Run 1, met1 routing:
The bar under the picture is 50 µm long.
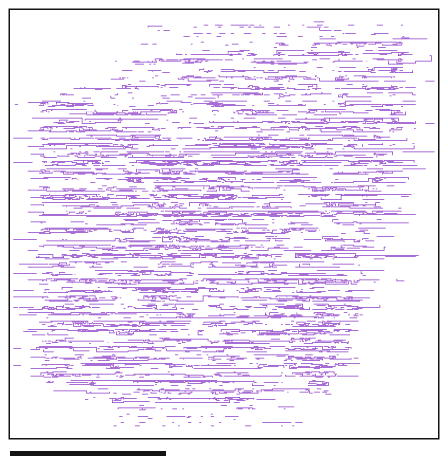
Run 1, metal 2:
The bar under the picture is 50 µm long.
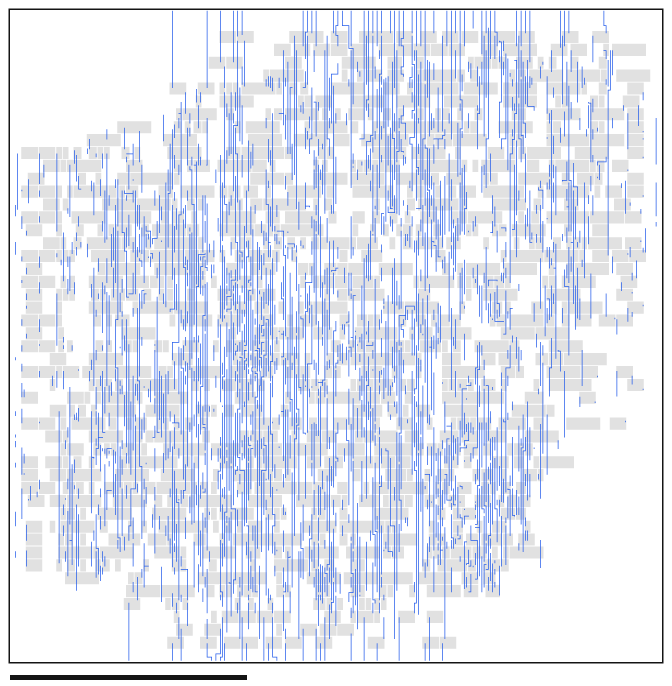
Run 1, met3 routing:
The bar under the picture is 50 µm long.
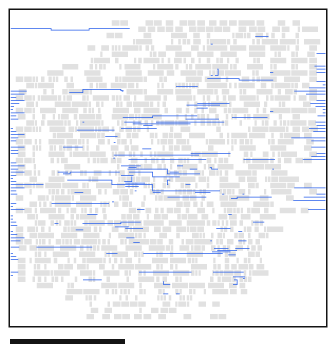
<file path="src/rtl/jtag_scan_master_pkg.sv">
// Shared opcodes, controller state encoding and TAP preamble tables for jtag_scan_master.
// Optional build macro used by the top: JTAG_TDO_SYNC_EN.
package jtag_scan_master_pkg;

  localparam logic [1:0] JTAG_OP_RESET    = 2'd0;
  localparam logic [1:0] JTAG_OP_IDLE     = 2'd1;
  localparam logic [1:0] JTAG_OP_SHIFT_IR = 2'd2;
  localparam logic [1:0] JTAG_OP_SHIFT_DR = 2'd3;

  typedef enum logic [2:0] {
    ST_IDLE  = 3'd0,
    ST_PRE   = 3'd1,
    ST_SHIFT = 3'd2,
    ST_POST  = 3'd3,
    ST_RESP  = 3'd4
  } state_e;

  // Number of tck cycles spent in the tms preamble of each op.
  function automatic logic [2:0] pre_len(input logic [1:0] op);
    case (op)
      JTAG_OP_RESET:    return 3'd6;
      JTAG_OP_SHIFT_IR: return 3'd4;
      JTAG_OP_SHIFT_DR: return 3'd3;
      default:          return 3'd0;
    endcase
  endfunction

  function automatic logic pre_tms(input logic [1:0] op, input logic [2:0] idx);
    case (op)
      JTAG_OP_RESET:    return (idx < 3'd5);
      JTAG_OP_SHIFT_IR: return (idx < 3'd2);
      JTAG_OP_SHIFT_DR: return (idx == 3'd0);
      default:          return 1'b0;
    endcase
  endfunction

endpackage

</file>
<file path="src/rtl/jtag_tck_gen.sv">
// tck generator: CLK_DIV clk cycles per half-period, idles low while disabled,
// with single-cycle strobes asserted in the clk cycle whose closing edge moves tck.
module jtag_tck_gen #(
  parameter int CLK_DIV = 4
) (
  input  logic clk,
  input  logic rst_n,
  input  logic en,
  output logic tck,
  output logic tck_rise,
  output logic tck_fall
);

  localparam int CNT_W = (CLK_DIV > 1) ? $clog2(CLK_DIV) : 1;

  logic [CNT_W-1:0] cnt_q, cnt_d;
  logic             tck_q, tck_d;
  logic             term;

  always_comb begin
    term  = (cnt_q == CNT_W'(CLK_DIV - 1));
    cnt_d = cnt_q;
    tck_d = tck_q;
    if (!en) begin
      cnt_d = '0;
      tck_d = 1'b0;
    end else if (term) begin
      cnt_d = '0;
      tck_d = ~tck_q;
    end else begin
      cnt_d = cnt_q + 1'b1;
    end
  end

  always_ff @(posedge clk) begin
    if (!rst_n) begin
      cnt_q <= '0;
      tck_q <= 1'b0;
    end else begin
      cnt_q <= cnt_d;
      tck_q <= tck_d;
    end
  end

  assign tck      = tck_q;
  assign tck_rise = en & term & ~tck_q;
  assign tck_fall = en & term & tck_q;

endmodule

</file>
<file path="src/rtl/jtag_scan_master.sv">
// JTAG TAP initiator: runs RESET / IDLE / SHIFT_IR / SHIFT_DR commands and returns tdo bits.
// Define JTAG_TDO_SYNC_EN to pass tdo through a 2-flop synchronizer (needs CLK_DIV >= 3).
module jtag_scan_master
  import jtag_scan_master_pkg::*;
#(
  parameter int CLK_DIV = 4,
  parameter int MAX_LEN = 64,
  parameter int LEN_W   = $clog2(MAX_LEN + 1)
) (
  input  logic               clk,
  input  logic               rst_n,
  input  logic               cmd_valid,
  output logic               cmd_ready,
  input  logic [1:0]         cmd_op,
  input  logic [LEN_W-1:0]   cmd_len,
  input  logic [MAX_LEN-1:0] cmd_data,
  output logic               rsp_valid,
  output logic               rsp_err,
  output logic [MAX_LEN-1:0] rsp_data,
  output logic               tck,
  output logic               tms,
  output logic               tdi,
  input  logic               tdo
);

  generate
    if (CLK_DIV < 2) begin : g_div_chk
      $error("jtag_scan_master: CLK_DIV must be >= 2");
    end
`ifdef JTAG_TDO_SYNC_EN
    if (CLK_DIV < 3) begin : g_sync_chk
      $error("jtag_scan_master: CLK_DIV must be >= 3 with the tdo synchronizer");
    end
`endif
  endgenerate

  state_e             state_q, state_d;
  logic [1:0]         op_q, op_d;
  logic [LEN_W-1:0]   len_q, len_d;
  logic [MAX_LEN-1:0] data_q, data_d;
  logic [LEN_W-1:0]   bit_q, bit_d;
  logic [2:0]         seq_q, seq_d;
  logic               tms_q, tms_d;
  logic               tdi_q, tdi_d;
  logic               cmd_ready_q, cmd_ready_d;
  logic               rsp_valid_q, rsp_valid_d;
  logic               rsp_err_q, rsp_err_d;
  logic [MAX_LEN-1:0] rsp_data_q, rsp_data_d;

  logic               tck_en, tck_rise, tck_fall;
  logic               smp_stb, smp_bit;
  logic [LEN_W-1:0]   bit_nxt;
  logic               last_bit, is_scan, bad_len;

  assign tck_en = (state_q == ST_PRE) || (state_q == ST_SHIFT) || (state_q == ST_POST);

  jtag_tck_gen #(.CLK_DIV(CLK_DIV)) u_tck_gen (
    .clk      (clk),
    .rst_n    (rst_n),
    .en       (tck_en),
    .tck      (tck),
    .tck_rise (tck_rise),
    .tck_fall (tck_fall)
  );

`ifdef JTAG_TDO_SYNC_EN
  // Sample strobe is delayed to line up with tdo leaving the synchronizer; still before the fall.
  logic tdo_s1_q, tdo_s2_q, rise_d1_q, rise_d2_q;

  always_ff @(posedge clk) begin
    if (!rst_n) begin
      tdo_s1_q  <= 1'b0;
      tdo_s2_q  <= 1'b0;
      rise_d1_q <= 1'b0;
      rise_d2_q <= 1'b0;
    end else begin
      tdo_s1_q  <= tdo;
      tdo_s2_q  <= tdo_s1_q;
      rise_d1_q <= tck_rise;
      rise_d2_q <= rise_d1_q;
    end
  end

  assign smp_stb = rise_d2_q;
  assign smp_bit = tdo_s2_q;
`else
  assign smp_stb = tck_rise;
  assign smp_bit = tdo;
`endif

  always_comb begin
    state_d     = state_q;
    op_d        = op_q;
    len_d       = len_q;
    data_d      = data_q;
    bit_d       = bit_q;
    seq_d       = seq_q;
    tms_d       = tms_q;
    tdi_d       = tdi_q;
    cmd_ready_d = cmd_ready_q;
    rsp_valid_d = 1'b0;
    rsp_err_d   = rsp_err_q;
    rsp_data_d  = rsp_data_q;
    bit_nxt     = bit_q + 1'b1;
    last_bit    = (bit_q == len_q - 1'b1);
    is_scan     = (op_q == JTAG_OP_SHIFT_IR) || (op_q == JTAG_OP_SHIFT_DR);
    bad_len     = (cmd_len == '0) || (cmd_len > LEN_W'(MAX_LEN));

    case (state_q)
      ST_IDLE: begin
        cmd_ready_d = 1'b1;
        if (cmd_valid && cmd_ready_q) begin
          cmd_ready_d = 1'b0;
          op_d        = cmd_op;
          len_d       = cmd_len;
          data_d      = cmd_data;
          rsp_data_d  = '0;
          rsp_err_d   = 1'b0;
          bit_d       = '0;
          seq_d       = '0;
          tdi_d       = 1'b0;
          if ((cmd_op == JTAG_OP_SHIFT_IR || cmd_op == JTAG_OP_SHIFT_DR) && bad_len) begin
            rsp_err_d = 1'b1;
            state_d   = ST_RESP;
          end else if (cmd_op == JTAG_OP_IDLE) begin
            tms_d   = 1'b0;
            state_d = (cmd_len == '0) ? ST_RESP : ST_SHIFT;
          end else begin
            tms_d   = pre_tms(cmd_op, 3'd0);
            state_d = ST_PRE;
          end
        end
      end

      ST_PRE: begin
        if (tck_fall) begin
          if (seq_q == pre_len(op_q) - 3'd1) begin
            if (op_q == JTAG_OP_RESET) begin
              state_d = ST_RESP;
            end else begin
              state_d = ST_SHIFT;
              bit_d   = '0;
              tms_d   = (len_q == LEN_W'(1));
              tdi_d   = data_q[0];
            end
          end else begin
            seq_d = seq_q + 3'd1;
            tms_d = pre_tms(op_q, seq_q + 3'd1);
          end
        end
      end

      ST_SHIFT: begin
        if (smp_stb && is_scan) begin
          rsp_data_d = rsp_data_q | (MAX_LEN'(smp_bit) << bit_q);
        end
        if (tck_fall) begin
          if (last_bit) begin
            tdi_d = 1'b0;
            if (is_scan) begin
              state_d = ST_POST;
              seq_d   = '0;
              tms_d   = 1'b1;
            end else begin
              state_d = ST_RESP;
            end
          end else begin
            bit_d = bit_nxt;
            tms_d = is_scan && (bit_nxt == len_q - 1'b1);
            tdi_d = is_scan && (|(data_q & (MAX_LEN'(1) << bit_nxt)));
          end
        end
      end

      // Exit1 -> Update -> Run-Test/Idle
      ST_POST: begin
        if (tck_fall) begin
          if (seq_q == 3'd0) begin
            seq_d = 3'd1;
            tms_d = 1'b0;
          end else begin
            state_d = ST_RESP;
          end
        end
      end

      ST_RESP: begin
        rsp_valid_d = 1'b1;
        cmd_ready_d = 1'b1;
        state_d     = ST_IDLE;
      end

      default: begin
        state_d = ST_IDLE;
      end
    endcase
  end

  always_ff @(posedge clk) begin
    if (!rst_n) begin
      state_q     <= ST_IDLE;
      op_q        <= JTAG_OP_RESET;
      len_q       <= '0;
      data_q      <= '0;
      bit_q       <= '0;
      seq_q       <= '0;
      tms_q       <= 1'b1;
      tdi_q       <= 1'b0;
      cmd_ready_q <= 1'b0;
      rsp_valid_q <= 1'b0;
      rsp_err_q   <= 1'b0;
      rsp_data_q  <= '0;
    end else begin
      state_q     <= state_d;
      op_q        <= op_d;
      len_q       <= len_d;
      data_q      <= data_d;
      bit_q       <= bit_d;
      seq_q       <= seq_d;
      tms_q       <= tms_d;
      tdi_q       <= tdi_d;
      cmd_ready_q <= cmd_ready_d;
      rsp_valid_q <= rsp_valid_d;
      rsp_err_q   <= rsp_err_d;
      rsp_data_q  <= rsp_data_d;
    end
  end

  assign tms       = tms_q;
  assign tdi       = tdi_q;
  assign cmd_ready = cmd_ready_q;
  assign rsp_valid = rsp_valid_q;
  assign rsp_err   = rsp_err_q;
  assign rsp_data  = rsp_data_q;

endmodule

</file>
<file path="config.mk">
export PLATFORM = sky130hd
export DESIGN_NAME = jtag_scan_master
export DESIGN_NICKNAME = d
export VERILOG_FILES = /design/src/rtl/jtag_scan_master_pkg.sv /design/src/rtl/jtag_tck_gen.sv /design/src/rtl/jtag_scan_master.sv
export SDC_FILE = /design/constraint.sdc
export NUM_CORES = 1
export LEC_CHECK = 0
export CORE_MARGIN = 2
export CORE_UTILIZATION = 40
export DETAILED_ROUTE_END_ITERATION = 8
export GPL_TIMING_DRIVEN = 0
export PLACE_DENSITY = 0.67
export SLEW_MARGIN = 20
export SYNTH_ARGS = -nofsm -noshare
export SYNTH_HDL_FRONTEND = slang
export SYNTH_SLANG_ARGS = --single-unit
</file>
<file path="constraint.sdc">
create_clock -name clk -period 3.1 [get_ports clk]
set_input_delay 0.62 -clock clk [delete_from_list [all_inputs] [get_ports clk]]
set_output_delay 0.62 -clock clk [all_outputs]
set_load 0.02 [all_outputs]
</file>
==> reports/metrics.cfg, run 1 <==
[run_status]
status = complete, no violations

[worst_setup_path]
cp-start-kind = flop
regToRegSetupSlack_ns = 0.04
worstSetupPathType = flop to flop
cp_slowest_cell = a2111oi_1
cp-endpoint = tdi$_SDFFE_PN0P_

[final_layout]
fin_nets = 1177
antenna_cells = 0
layout_top_cell = nand2_1
seqCellArea_um2 = 3160
mostFrequentLayoutCells = nand2_1 (186), a21oi_1 (161), dfxtp_1 (158)
seq_area_share_pct = 33.4
logic_gates = 675

[global_route]
antenna_found_initial = 0
grt_pass1_vias = 6598
grt_usage_pct = 23.3

[clock_tree]
cts_buffer_depth = 2
cts_tree = yes

[route]
drt-initial-drc-count = 586

[sta]
clock.fmax_ghz = 0.327

[logic_synthesis]
area_leaders = dfxtp_1 (44%), a21oi_1 (11%), nand2_1 (9.8%)
netlist_area_um2 = 7140
synth_seq_share_pct = 44.3
yosysMostFrequentCell = nand2_1
synthArstFlopShare_pct = 0

[floorplan]
ios = 147

[power]
p_int_mw = 3.90

Back to the opening pictures, 'met1 routing':
The layer holds 45% of the routed length. 1068 nets have wire on it. The wires run mostly horizontal. The layer carries 9840 µm of wire. The longest straight run is 46.9 µm.
DRT Wirelength: 21.9 mm
DR vias: 7147
M1 GR Usage: 30.7%

Back to the opening pictures, 'metal 2':
The layer holds 47% of the routed length. The wires run mostly vertical. The layer carries 10300 µm of wire. 931 nets have wire on it.
grt met2 use: 37.9%

Back to the opening pictures, 'met3 routing':
The longest straight run is 36.8 µm. The layer holds 5.8% of the routed length. 134 nets have wire on it. The wires run mostly horizontal.
met3 global-route usage: 4.67%

## run 1: registers in the layout, indices dropped and copies added, names as in the netlist
signal	cells
bit_q	7
cmd_ready	1
data_q	64
len_q	7
op_q	2
rsp_data	64
rsp_err	1
rsp_valid	1
seq_q	3
state_q	3
tdi	1
tms	1
u_tck_gen.cnt_q	2
u_tck_gen.tck	1
## run 1: metrics by stage
stage	power (mW)	instance area (µm²)	util [%]	hold slack [ns]
after floorplan	3.48	7140	-	0.407
after global placement	3.95	8880	51.2	0.421
after detailed placement	3.98	8880	51.2	0.426
after CTS	5.93	9460	54.5	0.435
after global routing	6.21	9480	54.6	0.449
final	5.92	9480	54.6	0.431
## run 1: what timing repair did
| item | in CTS | in global routing |
|---|---|---|
| pin swaps | 2 | 1 |
| gates resized | 7 | 6 |
| buffers inserted | 2 | 1 |
| endpoints found under the setup margin | 1 | 26 |
## run 1: metal layers
metal | vias to the layer above | wire [µm]
li1 | 3541 | -
met5 | - | 0
met2 | 237 | 10300
met4 | 0 | 471
met3 | 41 | 1280
met1 | 3328 | 9840
## run 1: logic make-up (layout without fill, tap and decap cells)
| logic type | Yosys count | after routing | synth area share [%] |
|---|---|---|---|
| multiplexers | 9 | 9 | 1.35 |
| AND-OR/OR-AND | 263 | 263 | 22.1 |
| buffers and inverters | 89 | 269 | 4.84 |
| XOR/XNOR | 20 | 20 | 2.84 |
| flip-flops | 158 | 158 | 44.3 |
| AND/OR/NAND/NOR | 372 | 372 | 22.6 |
| adder cells (fa/ha/maj) | 11 | 11 | 1.93 |
## run 1: power groups by stage
stage	combinational [mW]	clock [mW]	sequential, mW
3_3_place_gp	1.53	0	2.43
2_1_floorplan	1.08	0	2.40
6_report	1.58	1.96	2.39
5_1_grt	1.74	2.07	2.41
3_5_place_dp	1.55	0	2.43
4_1_cts	1.56	1.98	2.38
Run 1, routing congestion map:
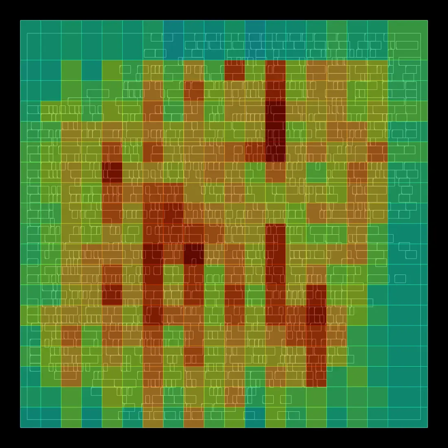

==> run 1 -> run 2 <==
- REMOVE_ABC_BUFFERS: default -> 1
Run 2, routing congestion map:
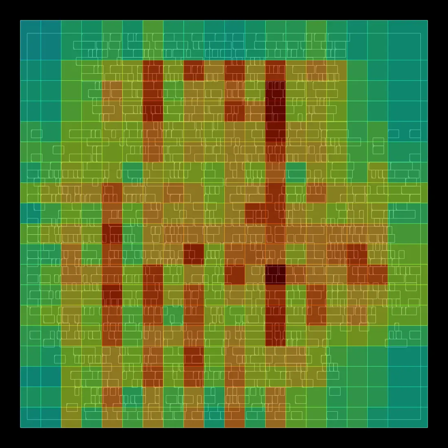
grt met2 use: 37.4%
overall routing resource usage: 22.3%
met3 global-route usage: 3.46%
final core occ: 53.6%

==> run 2 against run 1 <==
Non-clock buffer count shrank 70. Die area stayed put. Synthesized cell count stayed put. Sequential share of layout area rose by 0.68 points. Count of clock-buffer cells in the layout increased by 3. Via count decreased by 5.4%. Synthesized area unchanged. Hold slack gained 0.0080 ns. Clock skew fell by 0.0064 ns. Core utilization decreased by 1.0 points. Fmax is 4.7% higher. Worst setup slack better by 0.14 ns. Largest cell class unchanged. Largest power group unchanged.
==> reports/metrics.cfg, run 2 <==
[placement]
preCtsSetupSlack_ns = -0.105
postPlaceCellArea_um2 = 8700  ; -2.1%

[logic_synthesis]
synthAoiAreaFrac_pct = 22.1  ; unchanged
ys_sh_adder_pct = 1.93  ; unchanged
synth_seq_share_pct = 44.3  ; unchanged
top_logic_kind = simple AND/OR/NAND/NOR gates
yosys.area_share.simple_pct = 22.6  ; unchanged
area_leaders = dfxtp_1 (44%), a21oi_1 (11%), nand2_1 (9.8%)
xor_share_pct = 2.84  ; unchanged
yosysMostFrequentCell = nand2_1
ys_sh_mux_pct = 1.35  ; unchanged

[power]
p_int_mw = 4.01  ; +2.9%
seq_power_mw = 2.43  ; +2%
power.group.top = sequential cells
power.total_mw = 5.94  ; +0.36%
comb_cell_power_mw = 1.47  ; -7%
powerClk_mw = 2.04  ; +4%
ir_drop_mv = 0.602

[route]
drt-initial-drc-count = 533  ; -9.0%
num_vias = 6763  ; -5.4%
wl_mm = 20.6  ; -6.0%

[worst_setup_path]
cp_slowest_cell = or4_1
regToRegSetupSlack_ns = 0.18  ; +0.14 ns
worstSetupPathType = flop to flop

[clock_tree]
cts_buffer_depth = 2  ; unchanged
cts_tree = yes
ctsResizeCount = 6  ; -1
root_buffer = clkbuf_16
cts_setup_buffers = 0  ; -2

[final_layout]
final_cell_count_no_fill = 1257
mostFrequentLayoutCells = nand2_1 (184), a21oi_1 (161), dfxtp_1 (154)
finalInstanceArea_um2 = 9310  ; -1.8%
fin_nets = 1107  ; -5.9%
layout_top_cell = nand2_1
antenna_cells = 0  ; unchanged

[min_path]
min_to = u_tck_gen.cnt_q[0]$_SDFF_PP0_

[global_route]
grt_pass1_vias = 6490  ; -1.6%

[run_status]
status = complete, no violations

[sta]
finalHoldViolCount = 0
setup_ws_ns = 0.179
whs_ns = 0.439  ; +0.00801 ns

-- run 2: logic make-up after synthesis --
family	after synthesis
AOI/OAI and AO/OA	263
xor gates and xnor gates	20
adders and majority gates	11
buffers and inverters	89
DFF	158
muxes	9
and+or+nand+nor	372
-- run 2: final cells by class --
| cell class | instances | area (µm²) | share of cell area [%] |
|---|---|---|---|
| clock buffers | 22 | 474 | 5.10 |
| clock inverters | 10 | 106 | 1.14 |
| inverters | 18 | 70.1 | 0.753 |
| multi-input cells | 675 | 3680 | 39.6 |
| flip-flops and latches | 158 | 3170 | 34.0 |
| well taps | 225 | 282 | 3.03 |
| repair buffers | 149 | 1520 | 16.3 |
-- run 2: per-layer routing --
| layer | track usage (%) | routed length (µm) | up-vias |
|---|---|---|---|
| li1 | - | - | 3394 |
| met1 | 29.5 | 9360 | 3187 |
| met2 | 37.4 | 10000 | 161 |
| met3 | 3.46 | 863 | 21 |
| met4 | 6.99 | 298 | 0 |
| met5 | 0 | 0 | - |
-- run 2: worst max-delay path by stage --
| stage | startpoint | slack, ns | end | cells past startpoint |
|---|---|---|---|---|
| after floorplan | state_q[0]$_SDFFE_PN0P_ | -0.95 | cmd_ready$_SDFFE_PN0P_ | 4 |
| after global placement | cmd_valid | -3.25 | rsp_data[17]$_SDFFE_PN0P_ | 4 |
| after detailed placement | bit_q[1]$_SDFFE_PN0P_ | -0.10 | tdi$_SDFFE_PN0P_ | 8 |
| after CTS | bit_q[3]$_SDFFE_PN0P_ | 0.02 | tdi$_SDFFE_PN0P_ | 7 |
| after global routing | len_q[0]$_SDFFE_PN0P_ | 0.008 | seq_q[0]$_SDFFE_PN0P_ | 9 |
| final | len_q[0]$_SDFFE_PN0P_ | 0.18 | seq_q[0]$_SDFFE_PN0P_ | 9 |
Run 2, metal 2:
The bar under the picture is 50 µm long.
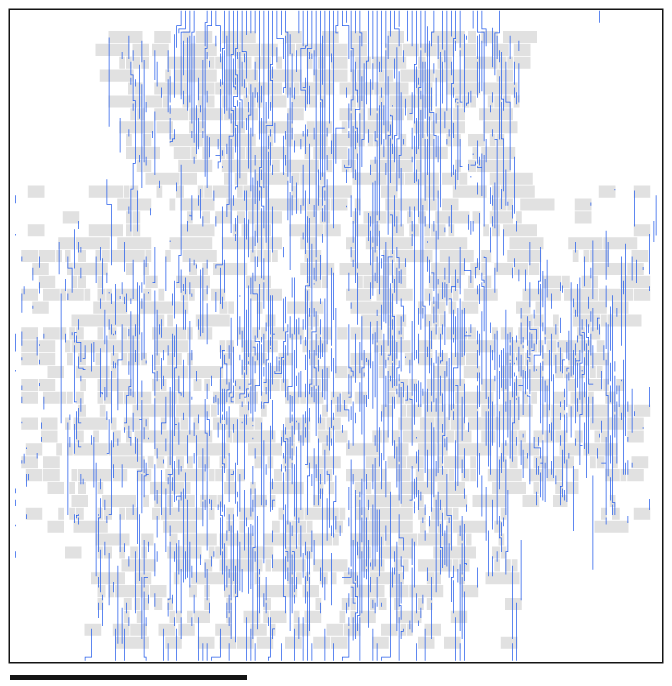

==> run 2 -> run 3 <==
- ABC_AREA: default -> 1
Run 3, metal 2:
The bar under the picture is 50 µm long.
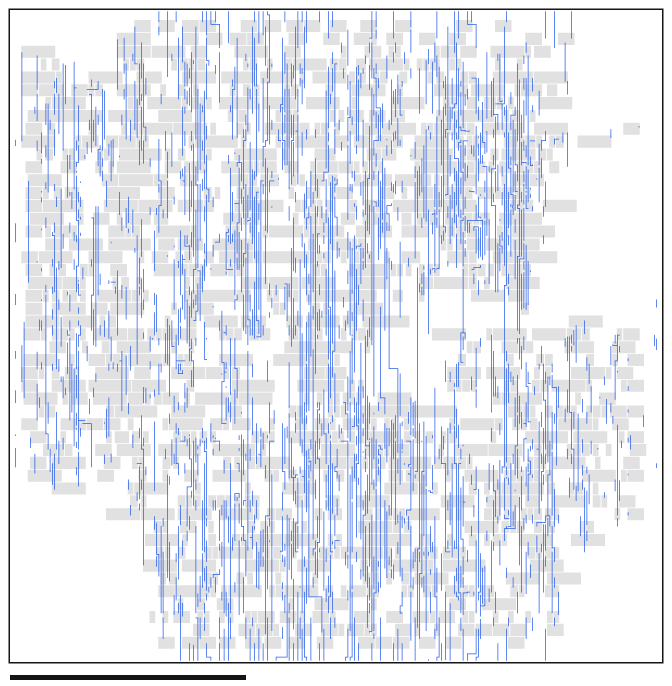
The layer carries 9290 µm of wire. The wires run mostly vertical.

==> run 3 against run 2 <==
Critical path depth is 7 higher. Count of clock-buffer cells in the layout is 5 lower. Critical endpoint is now tdi$_SDFFE_PN0P_. Power is 0.53% lower. Via count is 3.0% higher. Cell area is 1.3% higher. Register-to-register slack better by 0.06 ns. Synthesized area is 0.61% higher. Clock power hardly changed.
==> reports/metrics.cfg, run 3 <==
[run_status]
status = complete, no violations

[sta]
setup_ws_ns = 0.236  ; +0.0563 ns
whs_ns = 0.430  ; -0.00968 ns
finalHoldViolCount = 0  ; unchanged

[final_layout]
seqCellArea_um2 = 3160  ; -0.12%
antenna_cells = 0  ; unchanged
comb_area_um2 = 3650  ; -0.98%
layout_top_cell = nand2_1
mostFrequentLayoutCells = nand2_1 (246), nor2_1 (163), dfxtp_1 (157)
fin_nets = 1222  ; +10%
drive_above_1_share_pct = 6.36

[power]
power.total_mw = 5.91  ; -0.53%
ir_drop_mv = 0.399  ; -34%

[route]
num_vias = 6964  ; +3.0%
wl_mm = 20.4  ; -0.94%
drt-initial-drc-count = 507  ; -4.9%

[placement]
preCtsSetupSlack_ns = -0.215  ; -0.110 ns
gp_congestion = 0.874

[logic_synthesis]
synth_seq_share_pct = 44.0  ; -0.27 points
top_logic_kind = simple AND/OR/NAND/NOR gates
yosys_cells = 1016
ys_sh_adder_pct = 1.92  ; -0.012 points
yosys.area_share.simple_pct = 33.0  ; +10 points
area_leaders = dfxtp_1 (44%), nand2_1 (13%), a21oi_1 (11%)
synthAoiAreaFrac_pct = 12.8  ; -9.4 points
ys_sh_mux_pct = 0  ; -1.3 points

[clock_tree]
ctsResizeCount = 1  ; -5
root_buffer = clkbuf_16
cts_num_sinks = 158
cts_setup_buffers = 0  ; unchanged
cts_tree = yes
cts_buffer_depth = 2  ; unchanged

[worst_setup_path]
r2r-start = bit_q[0]$_SDFFE_PN0P_
crit_start = bit_q[0]$_SDFFE_PN0P_
cp_slowest_cell = dfxtp_1
cp_common_cell = nand2_1
regToRegSetupSlack_ns = 0.24  ; +0.06 ns
worstSetupPathType = flop to flop

[global_route]
grt_usage_pct = 20.9  ; -1.5 points
grt_max_degree = 82
grt_pass1_vias = 6736  ; +3.8%

## run 3: cell types whose count changed after synthesis, sizes merged, moves of 11 or more
| cell | delta |
|---|---|
| nand3 | +77 |
| inv | +30 |
| a22oi | -12 |
| nand2 | +65 |
| xnor2 | -11 |
| nor2 | +67 |
| buf | +13 |
| clkbuf | -32 |
## run 3: power by group
group	leakage, nW	switching [mW]	total (mW)	internal [mW]
clock network	0.274	0.963	2.03	1.07
logic	2.08	0.996	1.54	0.539
registers	1.28	0.131	2.35	2.21
## run 3: metrics by stage
stage | setup TNS, ns | cell area (µm²) | std cells | utilization [%]
2_1_floorplan | -47.69 | 6930 | 964 | -
3_3_place_gp | -261.32 | 8680 | 1339 | 48.8
3_5_place_dp | -0.215 | 8820 | 1343 | 49.6
4_1_cts | 0 | 9400 | 1375 | 52.8
5_1_grt | 0 | 9420 | 1376 | 53.0
6_report | 0 | 9420 | 1376 | 53.0
## run 3: path summary, 6_finish.rpt
kind,endpoint,depth (start not counted)
setup reg to reg,tdi$_SDFFE_PN0P_,16
hold / removal,u_tck_gen.cnt_q[0]$_SDFF_PP0_,1
hold reg to reg,u_tck_gen.cnt_q[0]$_SDFF_PP0_,1
setup / recovery,tdi$_SDFFE_PN0P_,16
## run 3: metal layers
layer	vias to the layer above	part of all wire, %	GRT usage [%]
li1	3561	-	-
met1	3206	45	26.4
met2	174	46	34.4
met3	23	7.9	7.38
met4	0	0.99	4.78
met5	-	0	0
## run 3: cell type report
| cell class | instances | area share, % |
|---|---|---|
| clock inverter | 15 | 1.58 |
| sequential | 158 | 33.6 |
| clock buffer | 17 | 4.51 |
| tap | 229 | 3.04 |
| timing repair buffer | 150 | 16.6 |
| multi-input combinational | 759 | 38.7 |
| inverter | 48 | 1.97 |
Power and IR drop assume default switching activity.
